Figure 1. Layout detail.
Bar = 10 um. Region (36, 17) to (61, 42) um. Cells in gray, sequential cells in the stronger gray; small squares are vias.
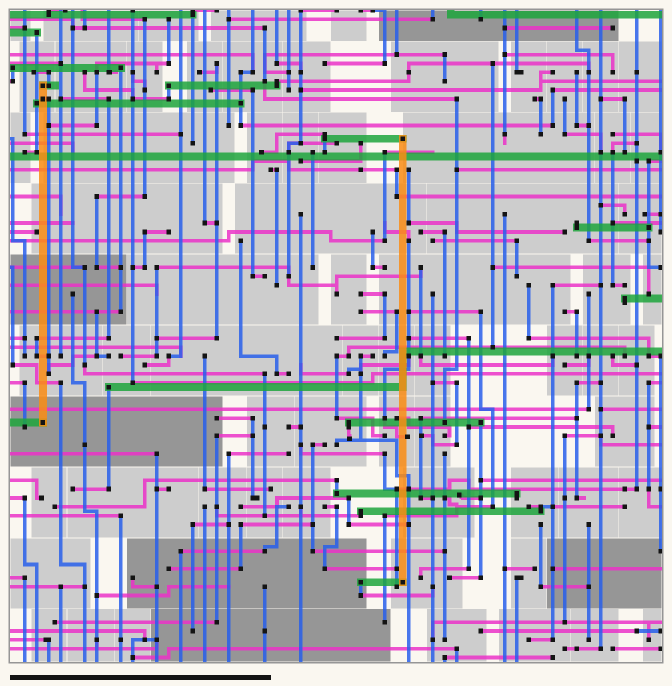
Figure 2. Gate-type map.
Bar = 20 um.
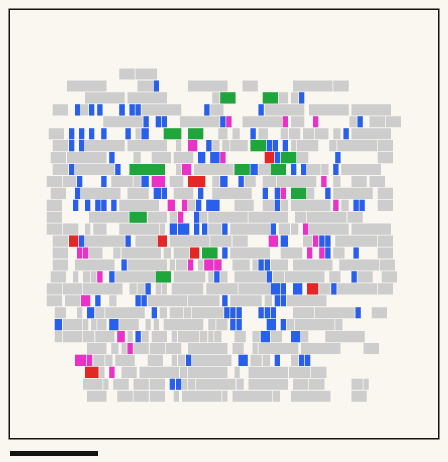
Figure 3. Placed standard cells.
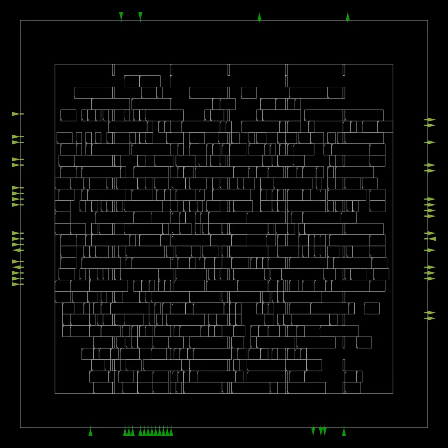
### src/rtl/fx_div_pkg.sv
`default_nettype none
// ============================================================================
// Module : fx_div_pkg
// Brief  : Shared widths, sign-bit indices and FSM encoding for the SM divider
// Rev    : 1.0  initial release
// ============================================================================
package fx_div_pkg;

    localparam int c_QW     = 10;
    localparam int c_MW     = c_QW - 1;
    localparam int c_DW     = 2 * c_QW - 1;

    // Sign-bit positions shared with the FIR adder/multiplier wrappers
    localparam int c_Q_SIGN = c_QW - 1;
    localparam int c_D_SIGN = c_DW - 1;

    typedef enum logic [1:0] {
        IDLE = 2'd0,
        CALC = 2'd1,
        DONE = 2'd2
    } div_state_t;

endpackage
`default_nettype wire

### src/rtl/fx_div_step.sv
`default_nettype none
// ============================================================================
// Module : fx_div_step
// Brief  : One restoring-division step: compare-and-conditional-subtract
// Rev    : 1.0  initial release
// ============================================================================
module fx_div_step
    import fx_div_pkg::*;
#(
    parameter int W = c_MW + 1
) (
    input  logic [W-1:0] i_t,
    input  logic [W-1:0] i_d,
    output logic [W-1:0] o_r,
    output logic         o_q
);

    logic [W:0]   w_c;
    logic [W-1:0] w_nd;
    logic [W-1:0] w_diff;

    // t - d as t + ~d + 1; the final carry is set exactly when t >= d
    assign w_c[0] = 1'b1;
    assign w_nd   = ~i_d;

    genvar gi;
    generate
        for (gi = 0; gi < W; gi++) begin : g_fa
            assign w_diff[gi]  = i_t[gi] ^ w_nd[gi] ^ w_c[gi];
            assign w_c[gi + 1] = (i_t[gi] & w_nd[gi]) | (w_c[gi] & (i_t[gi] ^ w_nd[gi]));
        end
    endgenerate

    assign o_q = w_c[W];
    assign o_r = o_q ? w_diff : i_t;

endmodule
`default_nettype wire

### src/rtl/fx_sm_seq_divider.sv
`default_nettype none
// ============================================================================
// Module : fx_sm_seq_divider
// Brief  : Sequential restoring sign-magnitude divider, 19b / 10b -> 10b q, 9b r
// Rev    : 1.0  initial release
// ============================================================================
module fx_sm_seq_divider
    import fx_div_pkg::*;
#(
    parameter int QW = c_QW
) (
    input  logic            clk,
    input  logic            rst,
    input  logic            in_valid,
    output logic            in_ready,
    input  logic [2*QW-2:0] dividend,
    input  logic [QW-1:0]   divisor,
    output logic            out_valid,
    input  logic            out_ready,
    output logic [QW-1:0]   quotient,
    output logic [QW-2:0]   remainder,
    output logic            ovf,
    output logic            dbz
);

    localparam int MW = QW - 1;
    localparam int DW = 2 * QW - 1;
    localparam int CW = $clog2(MW);

    div_state_t    r_state;
    div_state_t    w_state_nxt;

    logic [MW-1:0] r_dvd_lo;
    logic [MW-1:0] r_dsr;
    logic [MW-1:0] r_rem;
    logic [MW-1:0] r_q;
    logic [CW-1:0] r_cnt;
    logic          r_qsign;
    logic          r_sat;
    logic          r_in_ready;
    logic          r_out_valid;
    logic [QW-1:0] r_quotient;
    logic [MW-1:0] r_remainder;
    logic          r_ovf;
    logic          r_dbz;

    logic [MW-1:0] w_dsr_mag;
    logic [MW-1:0] w_dvd_hi;
    logic          w_dbz;
    logic          w_ovf;
    logic [MW:0]   w_t;
    logic [MW:0]   w_r_nxt;
    logic          w_q_bit;
    logic [MW-1:0] w_q_fin;
    logic [MW-1:0] w_q_res;
    logic          w_accept;
    logic          w_done_ld;

    assign w_dsr_mag = divisor[MW-1:0];
    assign w_dvd_hi  = dividend[DW-2:MW];
    assign w_dbz     = (w_dsr_mag == '0);
    assign w_ovf     = !w_dbz && (w_dvd_hi >= w_dsr_mag);

    // Shift the next dividend bit (MSB first) into the partial remainder
    assign w_t = (MW + 1)'({r_rem, r_dvd_lo[r_cnt]});

    fx_div_step #(
        .W   (MW + 1)
    ) u_step (
        .i_t (w_t),
        .i_d ({1'b0, r_dsr}),
        .o_r (w_r_nxt),
        .o_q (w_q_bit)
    );

    always_comb begin
        w_state_nxt = r_state;
        w_accept    = 1'b0;
        w_done_ld   = 1'b0;
        w_q_fin     = r_q;
        w_q_fin[r_cnt] = w_q_bit;
        w_q_res     = r_sat ? '1 : w_q_fin;
        case (r_state)
            IDLE: begin
                if (in_valid) begin
                    w_accept    = 1'b1;
                    w_state_nxt = CALC;
                end
            end
            CALC: begin
                if (r_cnt == '0) begin
                    w_done_ld   = 1'b1;
                    w_state_nxt = DONE;
                end
            end
            DONE: begin
                if (out_ready) begin
                    w_state_nxt = IDLE;
                end
            end
            default: w_state_nxt = IDLE;
        endcase
    end

    // Saturating cases pass through a single CALC cycle (counter preset to 0),
    // giving them a fixed one-cycle latency.
    always_ff @(posedge clk or posedge rst) begin
        if (rst) begin
            r_state     <= IDLE;
            r_in_ready  <= 1'b1;
            r_out_valid <= 1'b0;
            r_dvd_lo    <= '0;
            r_dsr       <= '0;
            r_rem       <= '0;
            r_q         <= '0;
            r_cnt       <= '0;
            r_qsign     <= 1'b0;
            r_sat       <= 1'b0;
            r_quotient  <= '0;
            r_remainder <= '0;
            r_ovf       <= 1'b0;
            r_dbz       <= 1'b0;
        end else begin
            r_state     <= w_state_nxt;
            r_in_ready  <= (w_state_nxt == IDLE);
            r_out_valid <= (w_state_nxt == DONE);

            if (w_accept) begin
                r_dvd_lo <= dividend[MW-1:0];
                r_dsr    <= w_dsr_mag;
                r_qsign  <= dividend[DW-1] ^ divisor[QW-1];
                r_dbz    <= w_dbz;
                r_ovf    <= w_ovf;
                r_sat    <= w_dbz | w_ovf;
                r_q      <= '0;
                if (w_dbz || w_ovf) begin
                    r_rem <= '0;
                    r_cnt <= '0;
                end else begin
                    r_rem <= w_dvd_hi;
                    r_cnt <= CW'(MW - 1);
                end
            end

            if ((r_state == CALC) && !r_sat) begin
                r_rem        <= w_r_nxt[MW-1:0];
                r_q[r_cnt]   <= w_q_bit;
                if (r_cnt != '0) begin
                    r_cnt <= r_cnt - CW'(1);
                end
            end

            if (w_done_ld) begin
                r_quotient  <= {r_qsign & (|w_q_res), w_q_res};
                r_remainder <= r_sat ? '0 : w_r_nxt[MW-1:0];
            end
        end
    end

    assign in_ready  = r_in_ready;
    assign out_valid = r_out_valid;
    assign quotient  = r_quotient;
    assign remainder = r_remainder;
    assign ovf       = r_ovf;
    assign dbz       = r_dbz;

endmodule
`default_nettype wire

### config.mk
export PLATFORM = sky130hd
export DESIGN_NAME = fx_sm_seq_divider
export DESIGN_NICKNAME = d
export VERILOG_FILES = /design/src/rtl/fx_div_pkg.sv /design/src/rtl/fx_div_step.sv /design/src/rtl/fx_sm_seq_divider.sv
export SDC_FILE = /design/constraint.sdc
export NUM_CORES = 1
export LEC_CHECK = 0
export ABC_CLOCK_PERIOD_IN_PS = 7610
export CAP_MARGIN = 30
export CORE_MARGIN = 8
export CORE_UTILIZATION = 54
export DETAILED_ROUTE_END_ITERATION = 7
export PLACE_DENSITY = 0.87
export SYNTH_ARGS = -nofsm -noshare
export SYNTH_HDL_FRONTEND = slang
export SYNTH_SLANG_ARGS = --single-unit
### constraint.sdc
create_clock -name clk -period 7.61 [get_ports clk]
set_clock_uncertainty 0.2 [all_clocks]
set_input_delay 1.522 -clock clk [delete_from_list [all_inputs] [get_ports clk]]
set_output_delay 1.522 -clock clk [all_outputs]
set_load 0.01 [all_outputs]
==> results.yml <==
# physical design summary
flow_run:
  cap_violations: 0
power_and_ir_drop:
  pg_clk_uw: 253
  comb_power_share_pct: 51.4
  powerSeq_uw: 619
  p_seq_share_pct: 34.5
  power.internal_uw: 1010
  maxPowerGroup: "combinational logic"
drt:
  drtAntennaViolNets: 0
  route.detailed.drc: 0
  routed_via_density: 5.66
  dr.pass1.iters: 5
  drtIter0Drc: 232
sta:
  finalCriticalPeriod_ns: 5.94
  slew_violations: 0
  setup_slack_ns: 1.67
  hold_ws_ns: 0.278
  fin_setup_tns_ns: 0
yosys:
  yosys_cells: 398
  synthArstFlopShare_pct: 100
  ys_seq_share_pct: 46.0
  syn_area_um2: 3590
  syn_area_per_cell_um2: 9.03
  yosys_warnings: 0
  netlist_instances: 398
  edf_count: 0
  synth_nets: 453
setup_path:
  crit_path_end: "quotient[9]"
  critPathKind: "reg -> reg"
  timing.rr.end: "quotient[9]"
  crit_required_ns: 7.63
  max_stage_delay_ns: 0.54
  reg2reg_setup_slack_ns: 1.67
  arrival_ns: 5.96
  crit_path_start_kind: "flip-flop"
  cp.buffers_inverters: 3
  crit_top_cell: "fa_1"
  critPathMaxFanout: 16
  path_cells: "mux4_2 > nand2_1 > and3_4 > ha_1 > inv_1 > fa_1 > fa_1 > fa_1 > fa_1 > fa_1 > inv_1 > fa_1 > fa_1 > inv_1 > fa_1 > or2_2 > a311oi_1 > o2111a_1 > a21oi_1"
clock_tree:
  cts_resized: 0
  cts-buffers-inserted: 9
  clock.latency.late_pin_ns: 0.35
  cts.htree.levels: 3
  cts_sinks: 66
  path_clk_slew_ns: 0.07
  cts_tree: "yes"
  clk_path_buf_depth: 2
die:
  initCoreUtil_pct: 56.2
  die-height_um: 97.6
  io_pins: 56
  die-area_um2: 9520
  core_area_um2: 6390
run_status:
  status: "finished, final reports clean"
hold_path:
  hold_path.class: "reg -> reg"
  hp-start: "r_dvd_lo[3]"
  worstHoldPathCells: 2
cells_and_area:
  nNonClkInverters: 30
  fin_area_um2: 4320
  lay_top_cells: "nand2_1 (100), dfrtp_1 (65), clkdlybuf4s50_1 (55)"
  clkbuf_count: 12
  final-nonclk-buf-share_pct: 13.6
  comb_area_um2: 1710
place:
  port_buffers: 55
  place_congestion: 0.877
  place_inst: 510
grt:
  antenna_found_initial: 0
  grt_overflow: 0
  grt_usage_pct: 18.1
  grt_pass1_vias: 2937
Back to the opening pictures, Figure 1:
| layer | color |
|---|---|
| M2 | blue |
| M4 | orange |
| M3 | green |
| M1 | magenta |
sequential cells in the window: 3
cells with their middle in the window: 61
netlist names of flops here include: r_rem (2), r_dsr (1)
most frequent: nand2_1 (16), inv_1 (8), fa_1 (8)

Back to the opening pictures, Figure 2:
| family | color | cells |
|---|---|---|
| nand cells | blue | 120 |
| mux cells | green | 13 |
| and/or cells | red | 7 |
| nor cells | magenta | 30 |
Final Non-Filler Cells: 526
most common logic cell in the routed design: nand2_1
Comb/total area: 39.5%

Back to the opening pictures, Figure 3:
final core occ: 67.7%
fill count: 488
Site Rows: 29
Well Taps: 77
sequential cell area share: 38.2%

## kinds of logic (layout without fill, tap and decap cells)
| group | after synthesis | in the layout | share of synthesized area, % |
|---|---|---|---|
| flip-flops | 66 | 66 | 46.0 |
| AND/OR/NAND/NOR | 157 | 157 | 19.0 |
| buffers and inverters | 54 | 105 | 6.44 |
| AND-OR/OR-AND | 85 | 85 | 14.9 |
| multiplexers | 13 | 13 | 4.04 |
| adder cells (fa/ha/maj) | 22 | 22 | 9.33 |
| XOR/XNOR | 1 | 1 | 0.244 |
## state kept, by name (all words and copies together) (netlist names), 2 cells and up
register,cells
r_cnt,4
r_rem,9
r_q,8
quotient,10
r_dsr,9
remainder,9
r_dvd_lo,9
r_state,2
## routing by layer
| layer | up-vias | GRT usage (%) | share of wire [%] |
|---|---|---|---|
| met5 | - | 0 | 0 |
| met4 | 0 | 7.81 | 2.2 |
| met3 | 17 | 4.91 | 6.2 |
| met2 | 116 | 26.6 | 45 |
| met1 | 1417 | 24.2 | 47 |
| li1 | 1428 | - | - |
## synthesized netlist by cell type (all sizes together), types with 2 or more instances
library cell / count / area share, %
nand2: 100 / 10
dfrtp: 65 / 45
o21ai: 37 / 5.2
inv: 30 / 3.1
nor2: 22 / 2.4
ha: 14 / 4.9
clkbuf: 13 / 1.4
buf: 11 / 2.0
mux2i: 10 / 2.8
nand3: 10 / 1.4
a21oi: 9 / 1.3
fa: 8 / 4.5
nand2b: 8 / 1.4
a22oi: 6 / 1.3
a31oi: 5 / 0.87
o31ai: 5 / 1.0
a21boi: 3 / 0.63
a311oi: 3 / 0.73
and2: 3 / 0.52
nor3: 3 / 0.42
a211oi: 2 / 0.42
mux2: 2 / 0.63
nor2b: 2 / 0.35
o21a: 2 / 0.42
o221ai: 2 / 0.49
